`src/rtl/fetch_unit.sv`:
```
// Instruction fetch stage: PC register, RAM read address, 2-entry instruction
// buffer toward decode, plus redirect, sticky halt and fetch-fault handling.
module fetch_unit #(
    parameter logic [63:0] RESET_PC = 64'h2000,
    parameter int unsigned DEPTH    = 2
) (
    input  logic        clk,
    input  logic        reset,
    output logic [63:0] mem_addr,
    input  logic [31:0] mem_data,
    input  logic        mem_error,
    input  logic        redirect_valid,
    input  logic [63:0] redirect_pc,
    input  logic        halt,
    output logic        inst_valid,
    output logic [31:0] inst,
    output logic [63:0] inst_pc,
    input  logic        inst_ready,
    output logic        fetch_fault,
    output logic [63:0] fault_pc
);

    typedef enum logic [1:0] {
        ST_RUN,
        ST_FAULT,
        ST_HALTED
    } state_e;

    state_e      state_q, state_d;
    logic [63:0] pc_q, pc_d;
    logic [1:0]  count_q, count_d;
    logic [31:0] head_inst_q, head_inst_d;
    logic [63:0] head_pc_q, head_pc_d;
    logic [31:0] tail_inst_q, tail_inst_d;
    logic [63:0] tail_pc_q, tail_pc_d;
    logic        fetch_fault_q, fetch_fault_d;
    logic [63:0] fault_pc_q, fault_pc_d;

    logic pop;
    logic push;
    logic flush;

    assign mem_addr    = pc_q;
    assign inst_valid  = (count_q != 2'd0);
    assign inst        = head_inst_q;
    assign inst_pc     = head_pc_q;
    assign fetch_fault = fetch_fault_q;
    assign fault_pc    = fault_pc_q;
    assign pop         = inst_valid & inst_ready;

    always_comb begin
        state_d       = state_q;
        pc_d          = pc_q;
        fetch_fault_d = fetch_fault_q;
        fault_pc_d    = fault_pc_q;
        push          = 1'b0;
        flush         = 1'b0;

        if (state_q != ST_HALTED && redirect_valid) begin
            flush         = 1'b1;
            pc_d          = redirect_pc;
            state_d       = ST_RUN;
            fetch_fault_d = 1'b0;
        end else if (state_q != ST_HALTED && halt) begin
            state_d = ST_HALTED;
        end else if (state_q == ST_RUN) begin
            if (mem_error || pc_q[1:0] != 2'b00) begin
                state_d       = ST_FAULT;
                fault_pc_d    = pc_q;
                fetch_fault_d = 1'b1;
            end else if (32'(count_q) < DEPTH || pop) begin
                push = 1'b1;
                pc_d = pc_q + 64'd4;
            end
        end
    end

    // Head/tail registers: head always feeds the outputs, so it is only
    // rewritten when a real entry moves into it (retains value when empty).
    always_comb begin
        count_d     = count_q;
        head_inst_d = head_inst_q;
        head_pc_d   = head_pc_q;
        tail_inst_d = tail_inst_q;
        tail_pc_d   = tail_pc_q;

        if (flush) begin
            count_d = 2'd0;
        end else if (push && !pop) begin
            if (count_q == 2'd0) begin
                head_inst_d = mem_data;
                head_pc_d   = pc_q;
            end else begin
                tail_inst_d = mem_data;
                tail_pc_d   = pc_q;
            end
            count_d = count_q + 2'd1;
        end else if (!push && pop) begin
            if (count_q == 2'd2) begin
                head_inst_d = tail_inst_q;
                head_pc_d   = tail_pc_q;
            end
            count_d = count_q - 2'd1;
        end else if (push && pop) begin
            if (count_q == 2'd1) begin
                head_inst_d = mem_data;
                head_pc_d   = pc_q;
            end else begin
                head_inst_d = tail_inst_q;
                head_pc_d   = tail_pc_q;
                tail_inst_d = mem_data;
                tail_pc_d   = pc_q;
            end
        end
    end

    always_ff @(posedge clk) begin
        if (reset) begin
            state_q       <= ST_RUN;
            pc_q          <= RESET_PC;
            count_q       <= '0;
            head_inst_q   <= '0;
            head_pc_q     <= '0;
            tail_inst_q   <= '0;
            tail_pc_q     <= '0;
            fetch_fault_q <= 1'b0;
            fault_pc_q    <= '0;
        end else begin
            state_q       <= state_d;
            pc_q          <= pc_d;
            count_q       <= count_d;
            head_inst_q   <= head_inst_d;
            head_pc_q     <= head_pc_d;
            tail_inst_q   <= tail_inst_d;
            tail_pc_q     <= tail_pc_d;
            fetch_fault_q <= fetch_fault_d;
            fault_pc_q    <= fault_pc_d;
        end
    end

endmodule

```
`config.mk`:
```
export PLATFORM = sky130hd
export DESIGN_NAME = fetch_unit
export DESIGN_NICKNAME = d
export VERILOG_FILES = /design/src/rtl/fetch_unit.sv
export SDC_FILE = /design/constraint.sdc
export NUM_CORES = 1
export LEC_CHECK = 0
export ABC_CLOCK_PERIOD_IN_PS = 4540
export CORE_ASPECT_RATIO = 0.7
export CORE_UTILIZATION = 50
export CTS_CLUSTER_SIZE = 14
export DETAILED_ROUTE_END_ITERATION = 16
export PLACE_DENSITY = 0.8
export SETUP_SLACK_MARGIN = 0.2
export SKIP_LAST_GASP = 1
export SLEW_MARGIN = 20
export SYNTH_ARGS = -nofsm -noshare
export SYNTH_HDL_FRONTEND = slang
export SYNTH_SLANG_ARGS = --single-unit
```
`constraint.sdc`:
```
create_clock -name clk -period 4.54 [get_ports clk]
set_input_delay 0.681 -clock clk [delete_from_list [all_inputs] [get_ports clk]]
set_output_delay 0.681 -clock clk [all_outputs]
set_load 0.01 [all_outputs]
```
==> out/qor.yml, run 1 <==
yosys:
  top_cell_area_share: 0.462
  mux_area_frac: 0.0711
  top_logic_kind: "simple AND/OR/NAND/NOR gates"
  synth_area_um2: 14100
  synth_seq_share: 0.462
  edf_count: 0
  synth_cells: 1712
  fp_nets: 1823
  synth_flops: 325
  ys_sh_xor: 0.0137
  ys_types: 54
  ys_sh_simple: 0.221
  yosys_warnings: 0
  synth-main-ff-cell: "dfxtp_1"
  ys_cells: 1712
  yosys.area.top_type: "dfxtp_1"
  topCellsByArea: "dfxtp_1, nand2_1, mux2i_1, a211oi_1, a21oi_1"
  ys_sh_adder: 0.00800
  async_reset_ff_frac: 0
  synthAoiAreaFrac: 0.175
  ys_chip_area_um2: 14100
  synth_area_per_cell_um2: 8.23
finish:
  final_layout_size_suffix_gt1_frac: 0.0480
  nNetsFinal: 2046
  layout.cells.most_common: "nand2_1"
  fin_area_um2: 18600
  final_cells: 2323
  area_growth_pct: 32.1
cts:
  numCtsBuffers: 34
  post_cts_resized: 0
  cts_buffer_depth: 3
  htreeDepth: 2
  cts_tree: "built"
  cts_setup_buffers: 0
  clkTransAtPathRegs_ns: 0.06
  holdBufCountCts: 0
  insertion_delay_ns: 0.52
  cts_root_buf: "clkbuf_16"
critical_path:
  cp_max_fo: 130
  critPathArrivalTime_ns: 4.06
  reg2reg_to: "inst_pc[59]$_SDFFE_PP0P_"
  crit_type: "flip-flop to flip-flop"
  crit_path_start: "count_q[1]$_SDFFE_PP0P_"
  cp-end-kind: "flip-flop"
  worst-r2r-setup-slack_ns: 0.90
  cp.buffers_inverters: 3
  r2r_cells: 12
  worstSetupPathDepth: 12
  start_kind: "flip-flop"
  crit_chain: "inv_1 > ha_1 > nand2b_1 > a211oi_4 > nand2_1 > ha_1 > inv_1 > nor2_1 > a2111oi_2 > buf_12 > nor2_1 > a211oi_1"
  cp_slowest_cell: "a2111oi_2"
  cpPeakStageDelay_ns: 0.52
  reg2reg_from: "count_q[1]$_SDFFE_PP0P_"
  cp_top_family: "AND-OR/OR-AND gates"
timing:
  finalSetupViolations: 0
  slew_violations: 0
  worst_pin_slew_ns: 1.13
  fmax_ghz: 0.274
  hold_viol_final: 0
  rsz0062_at_grt: "false"
  min_period_ns: 3.64
  fin_crit_sh: 0.803
  slew_headroom: 0.249
  fin_tns_setup_ns: 0
  fin_ws_ns: 0.897
  hold_ws_ns: 0.452
  finalClockSkew_ns: 0.0177
hold_path:
  hold_path_depth: 2
  hold_end: "fault_pc[53]$_SDFFE_PP0P_"
  hold_path.class: "flip-flop to flip-flop"
grt:
  grt_use_total: 0.298
  grt_antenna_before_repair: 1
  overflow: 0
floorplanning:
  io_pins: 328
  num_rows: 50
  fp.dieH_um: 142
  die-area_um2: 28900
detailed_routing:
  wire_per_inst_um: 18.9
  first_pass_iters: 5
  drt_iter0_drc: 1127
  route.detailed.drc: 0
  ant_nets: 0
  vias_per_cell: 5.81
pwr:
  seq_power_share: 0.455
  p_sw_mw: 1.79
  p_leak_nw: 6.58
  internal_power_mw: 5.15
  comb_power_mw: 0.924
  maxPowerGroup: "registers"
  switching_share: 0.258
  power.density_nw_per_um2: 373
  vdd_ir_drop_max_mv: 0.287
  power_frac_clock: 0.411
  power_frac_comb: 0.133
placed_design:
  place.gp.congestion: 0.837
  placed_cells: 2263
  io_buffers: 327
  place_area_um2: 17400
  dpl.hpwl_mm: 28.8
  post-place-ws_ns: 0.549
job:
  max_cap_violations: 0
  tool_warnings: 47
run_status:
  outcome: "finished clean"
==> run 1: cell type report <==
| type | count | area [µm²] |
|---|---|---|
| multi-input cells | 1215 | 6970 |
| clock inverters | 10 | 109 |
| inverters | 12 | 45.0 |
| clock buffers | 49 | 1040 |
| repair buffers | 347 | 3480 |
| fillers | 2192 | 8610 |
| diodes | 1 | 2.50 |
| flip-flops and latches | 325 | 6510 |
| well taps | 364 | 455 |
==> run 1: registers in the layout (all words and copies together), names as in the netlist <==
signal,count
count_q,2
fault_pc,64
fetch_fault,1
inst,32
inst_pc,64
mem_addr,64
state_q,2
tail_inst_q,32
tail_pc_q,64
==> run 1: cell usage after synthesis, types with 3 or more instances <==
cell type / count
a211oi_1: 121
a21o_1: 4
a21oi_1: 173
a311o_1: 3
a311oi_1: 23
a32oi_1: 5
and2_1: 4
and3_1: 13
and4_1: 7
buf_1: 5
buf_2: 23
clkbuf_1: 131
dfxtp_1: 325
ha_1: 9
inv_1: 11
mux2i_1: 100
nand2_1: 363
nand3_1: 41
nand4_1: 31
nor2_1: 158
nor3_1: 8
nor4_1: 11
o211ai_1: 5
o21ai_0: 20
o2bb2ai_1: 3
o31ai_1: 14
or3_1: 26
or4_1: 22
xnor2_1: 4
xor2_1: 18
==> run 1: metal layers <==
| layer | part of all wire | global-route usage | up-vias |
|---|---|---|---|
| met4 | 0.023 | 0.0926 | 0 |
| li1 | - | - | 6484 |
| met5 | 0 | 0 | - |
| met3 | 0.082 | 0.0701 | 67 |
| met1 | 0.44 | 0.411 | 6442 |
| met2 | 0.45 | 0.461 | 506 |
==> run 1: stage by stage <==
step,total power [mW],utilization
5_1_grt,7.19,0.684
4_1_cts,6.98,0.683
3_5_place_dp,4.14,0.641
3_3_place_gp,4.11,0.641
6_report,6.94,0.684
2_1_floorplan,3.64,-
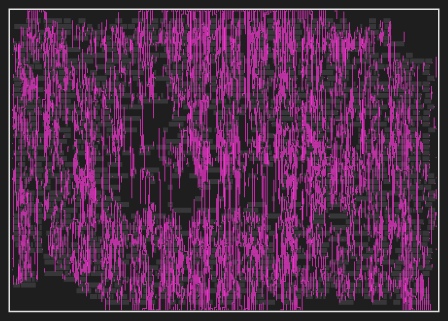
run_1/met2.png
1675 nets have wire on it. The wires run mostly vertical. The layer carries 19800 µm of wire. The layer holds 45% of the routed length. The longest straight run is 94.9 µm.
WL final: 43.9 mm
detailed-route via count: 13500

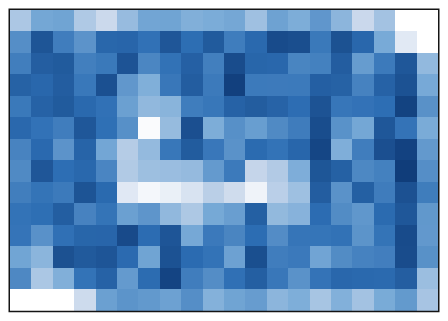
run_1/density.png
20 x 14 tiles, from white (low) to dark blue (high), 0 to 100% covered.
The fullest tile reaches 95%. 33% of the tiles are over 75% full. 2.1% of the tiles are nearly empty. The emptiest ninth of the die: center.
Layout Utilization: 0.684
Core Util at FP: 0.518
core area: 27200 µm²

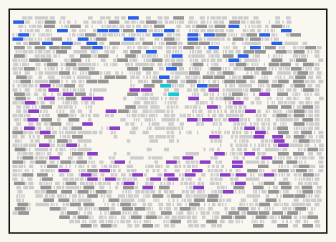
run_1/registers.png
Other sequential cells in the stronger gray, the rest of the logic in the fainter gray.
Key: cyan = state_q [sequential cells 2]; blue = tail_inst_q [sequential cells 32, where a band across the top]; purple = mem_addr [sequential cells 64]
Another 227 sequential cells are not colored.
sequential power: 3.16 mW
Seq/total area: 0.350
Flop area: 6510 µm²

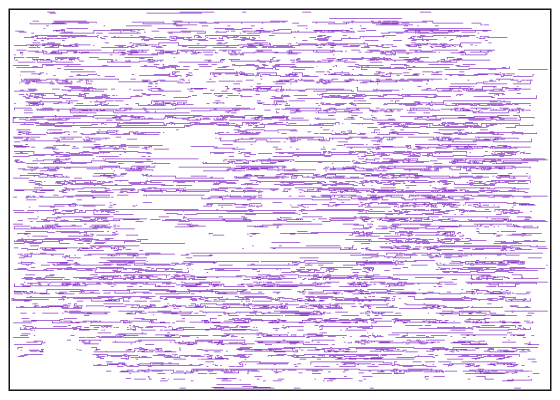
run_1/met1.png
The layer carries 19500 µm of wire. The wires run mostly horizontal. The layer holds 44% of the routed length. 1850 nets have wire on it. The longest straight run is 63.9 µm.
GR Util met1: 0.411

run_1/final_placement.png
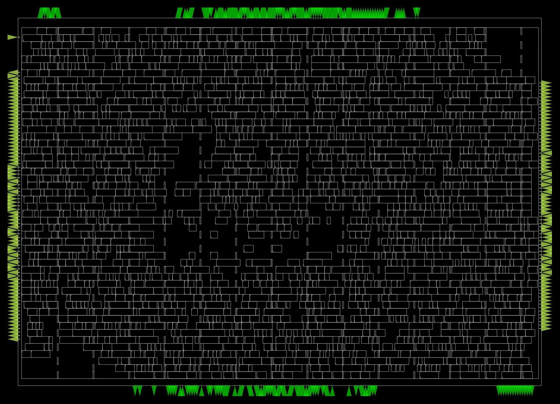

## Run 2: what changed since run 1
- ABC_CLOCK_PERIOD_IN_PS: 4540 -> 3100
- CORE_UTILIZATION: 50 -> 45
- PLACE_DENSITY: 0.8 -> 0.76
- clock period: 4.54 -> 3.1 ns (I/O delays scaled with it)
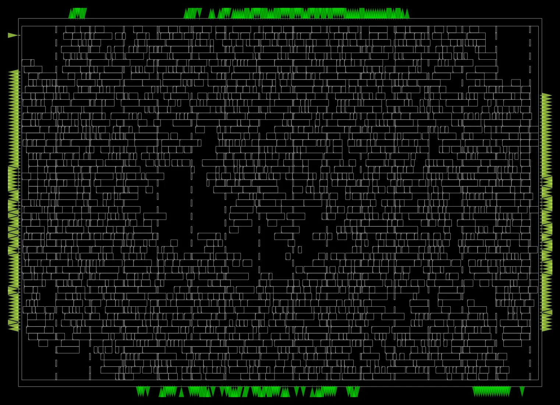
run_2/final_placement.png
Row Count: 53
well-tap cell count: 412
Layout Utilization: 0.640
Non-Filler Instances: 2443

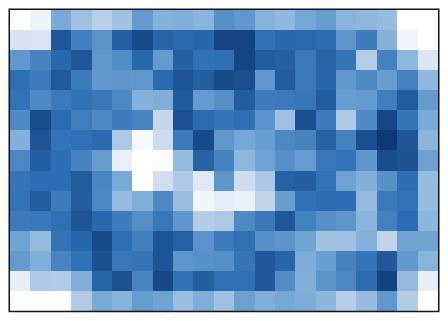
run_2/density.png
21 x 15 tiles, from white (low) to dark blue (high), 0 to 100% covered.
3.5% of the tiles are nearly empty. 25% of the tiles are over 75% full. The mean over all tiles is 59%. The fullest tile reaches 96%.
core area: 30400 µm²
Core Util at FP: 0.464

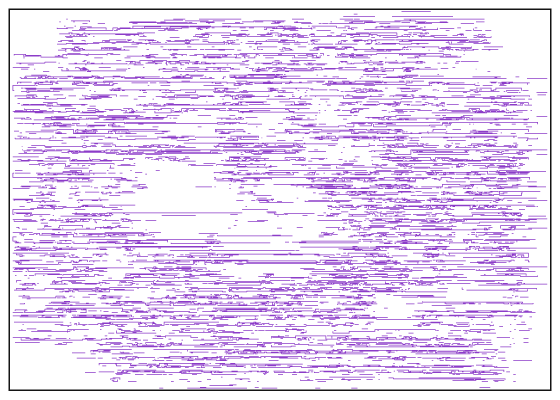
run_2/met1.png
1939 nets have wire on it. The layer carries 20.7 mm of wire. The wires run mostly horizontal. The layer holds 44% of the routed length. The longest straight run is 53.8 µm.
WL final: 46.8 mm
GR Util met1: 0.381
detailed-route via count: 13900

==> run 2 against run 1 <==
Net effect:
- cell area up 4.4%
- flip-flop count unchanged
- final cell count up 5.2%
- largest power group unchanged
- sequential share of layout area down 1.5 points
- clock skew down 0.0036 ns
- critical path depth up 1
- combinational power up 72%
==> out/qor.yml, run 2 <==
grt:
  grt_pass1_wl_mm: 70.3
  grt_pass1_vias: 12700
  grt_antenna_before_repair: 5  # +4
  overflow: 0  # unchanged
  grt_use_total: 0.278  # -0.0200
  grt_max_degree: 97
critical_path:
  start_kind: "flip-flop"
  cp.buffers_inverters: 4  # +1
  cp-end-kind: "flip-flop"
  crit_type: "flip-flop to flip-flop"
  crit_required_ns: 3.54
  worstSetupPathDepth: 13  # +1
  crit_chain: "inv_1 > ha_1 > nand2b_4 > a211oi_4 > nand2_2 > inv_2 > ha_4 > nand2_1 > a211oi_4 > buf_12 > buf_12 > nand2_1 > a21oi_1"
  reg2reg_to: "tail_pc_q[52]$_SDFFE_PP0P_"
  cp_slowest_cell: "dfxtp_4"
  critPathArrivalTime_ns: 3.19  # -0.87 ns
  setup.worst_path.end: "tail_pc_q[52]$_SDFFE_PP0P_"
  worst-r2r-setup-slack_ns: 0.34  # -0.55 ns
  r2r_cells: 13  # +1
  reg2reg_from: "count_q[1]$_SDFFE_PP0P_"
  cp_max_fo: 33  # -75%
  cpPeakStageDelay_ns: 0.40  # -0.12 ns
  cp_top_family: "AND-OR/OR-AND gates"
  crit_path_start: "count_q[1]$_SDFFE_PP0P_"
yosys:
  synth_cells: 1712  # unchanged
  mux_area_frac: 0.0711  # unchanged
  top_cell_area_share: 0.462  # unchanged
  ys_chip_area_um2: 14100  # unchanged
  synthAoiAreaFrac: 0.175  # unchanged
  synthTopCellsByCount: "nand2_1, dfxtp_1, a21oi_1"
  ys_sh_adder: 0.00800  # unchanged
  yosys_warnings: 0  # unchanged
  top_cell: "nand2_1"
  fp_nets: 1823  # unchanged
  top_logic_kind: "simple AND/OR/NAND/NOR gates"
  yosys.area.top_type: "dfxtp_1"
  ys_sh_xor: 0.0137  # unchanged
  synth_area_um2: 14100  # unchanged
  ys_sh_simple: 0.221  # unchanged
  ys_types: 54  # unchanged
  synth_seq_share: 0.462  # unchanged
  edf_count: 0  # unchanged
  synth_flops: 325  # unchanged
  ys_cells: 1712  # unchanged
  synth-main-ff-cell: "dfxtp_1"
  topCellsByArea: "dfxtp_1, nand2_1, mux2i_1, a211oi_1, a21oi_1"
  synth_area_per_cell_um2: 8.23  # unchanged
  async_reset_ff_frac: 0  # unchanged
pwr:
  power.density_nw_per_um2: 531  # +42%
  p_leak_nw: 7.02  # +6.6%
  vdd_ir_drop_max_mv: 0.373  # +30%
  totalPowerFinal_mw: 10.3  # +49%
detailed_routing:
  drt_iter0_drc: 993  # -12%
  ant_nets: 0  # unchanged
  vias_per_cell: 5.67  # -2.4%
  first_pass_iters: 5  # unchanged
  route.detailed.drc: 0  # unchanged
  wire_per_inst_um: 19.2  # +1.5%
job:
  max_cap_violations: 0  # unchanged
  tool_warnings: 34  # -28%
timing:
  min_period_ns: 2.76  # -0.887 ns
  finalClockSkew_ns: 0.0141  # -0.00361 ns
  slew_violations: 0  # unchanged
  hold_viol_final: 0  # unchanged
  rsz0062_at_grt: "true"
  finalSetupViolations: 0  # unchanged
  slew_headroom: 0.475  # +0.226
  fin_tns_setup_ns: 0  # unchanged
  fin_crit_sh: 0.889  # +0.0868
  worst_pin_slew_ns: 0.788  # -0.338 ns
  fmax_ghz: 0.363  # +32%
  fin_ws_ns: 0.343  # -0.553 ns
finish:
  area_growth_pct: 37.9
  layout.cells.most_common: "nand2_1"
  lay_top_cells: "nand2_1, clkdlybuf4s50_1, dfxtp_1"
  final_layout_size_suffix_gt1_frac: 0.0843  # +0.0363
  fillers: 2573  # +17%
  nNetsFinal: 2118  # +3.5%
cts:
  cts_root_buf: "clkbuf_16"
  clkTransAtPathRegs_ns: 0.06  # about the same
  insertion_delay_ns: 0.52  # about the same
  holdBufCountCts: 0  # unchanged
  cts_buffer_depth: 3  # unchanged
  cts.sinks: 325
  htreeDepth: 2  # unchanged
  numCtsBuffers: 34  # unchanged
  cts_tree: "built"
hold_path:
  hold_path_depth: 2  # unchanged
  hp-start: "reset"
  hold_end: "tail_inst_q[26]$_SDFFE_PP0P_"
  hold_path.class: "input port to flip-flop"
run_status:
  outcome: "finished clean"
placed_design:
  io_buffers: 327  # unchanged
  place.gp.congestion: 0.876  # +4.7%
  dpl.hpwl_mm: 31.2  # +8.6%
  post-place-ws_ns: 0.0101  # -0.539 ns
floorplanning:
  die_x_um: 213
  fp.dieH_um: 150  # +5.3%
  die-area_um2: 32000  # +11%
  io_pins: 328  # unchanged
[run 2: logic make-up after synthesis]
group,Yosys count
and+or+nand+nor,700
AOI/OAI and AO/OA,384
xor gates and xnor gates,22
DFF,325
buffers and inverters,172
adders and majority gates,9
muxes,100
[run 2: cell type report]
cell class              instances  area [µm²]  share of cell area
diodes                          3        7.51            0.000386
clock buffers                  47        1030              0.0532
clock inverters                10         110             0.00567
inverters                      12        45.0             0.00232
multi-input cells            1215        7000               0.360
flip-flops and latches        325        6510               0.335
well taps                     412         515              0.0265
repair buffers                419        4210               0.216
[run 2: per-layer routing]
metal  track usage  up-vias  share of wire
li1              -     6611              -
met1         0.381     6573           0.44
met2         0.424      589           0.44
met3        0.0695       80          0.088
met4        0.0964        4          0.026
met5             0        -        0.00056
[run 2: power breakdown]
part | internal, mW | switching [mW] | leakage, nW
combinational | 0.765 | 0.823 | 3.81
sequential | 4.36 | 0.157 | 2.64
clock | 2.50 | 1.70 | 0.566
[run 2: through the flow]
stage	cells	instance area [µm²]	hold WS [ns]	utilization
after floorplan	1712	14200	0.436	-
after global placement	2377	18200	0.441	0.598
after detailed placement	2377	18200	0.447	0.598
after CTS	2434	19300	0.360	0.635
after global routing	2442	19400	0.379	0.640
final	2443	19400	0.379	0.640
[run 2: what timing repair did]
item,4_1_cts,5_1_grt
buffers inserted,0,1
resized,0,9
endpoints found under the setup margin,0,114
Power figures rest on the tool's default switching activity, not on a simulated workload.
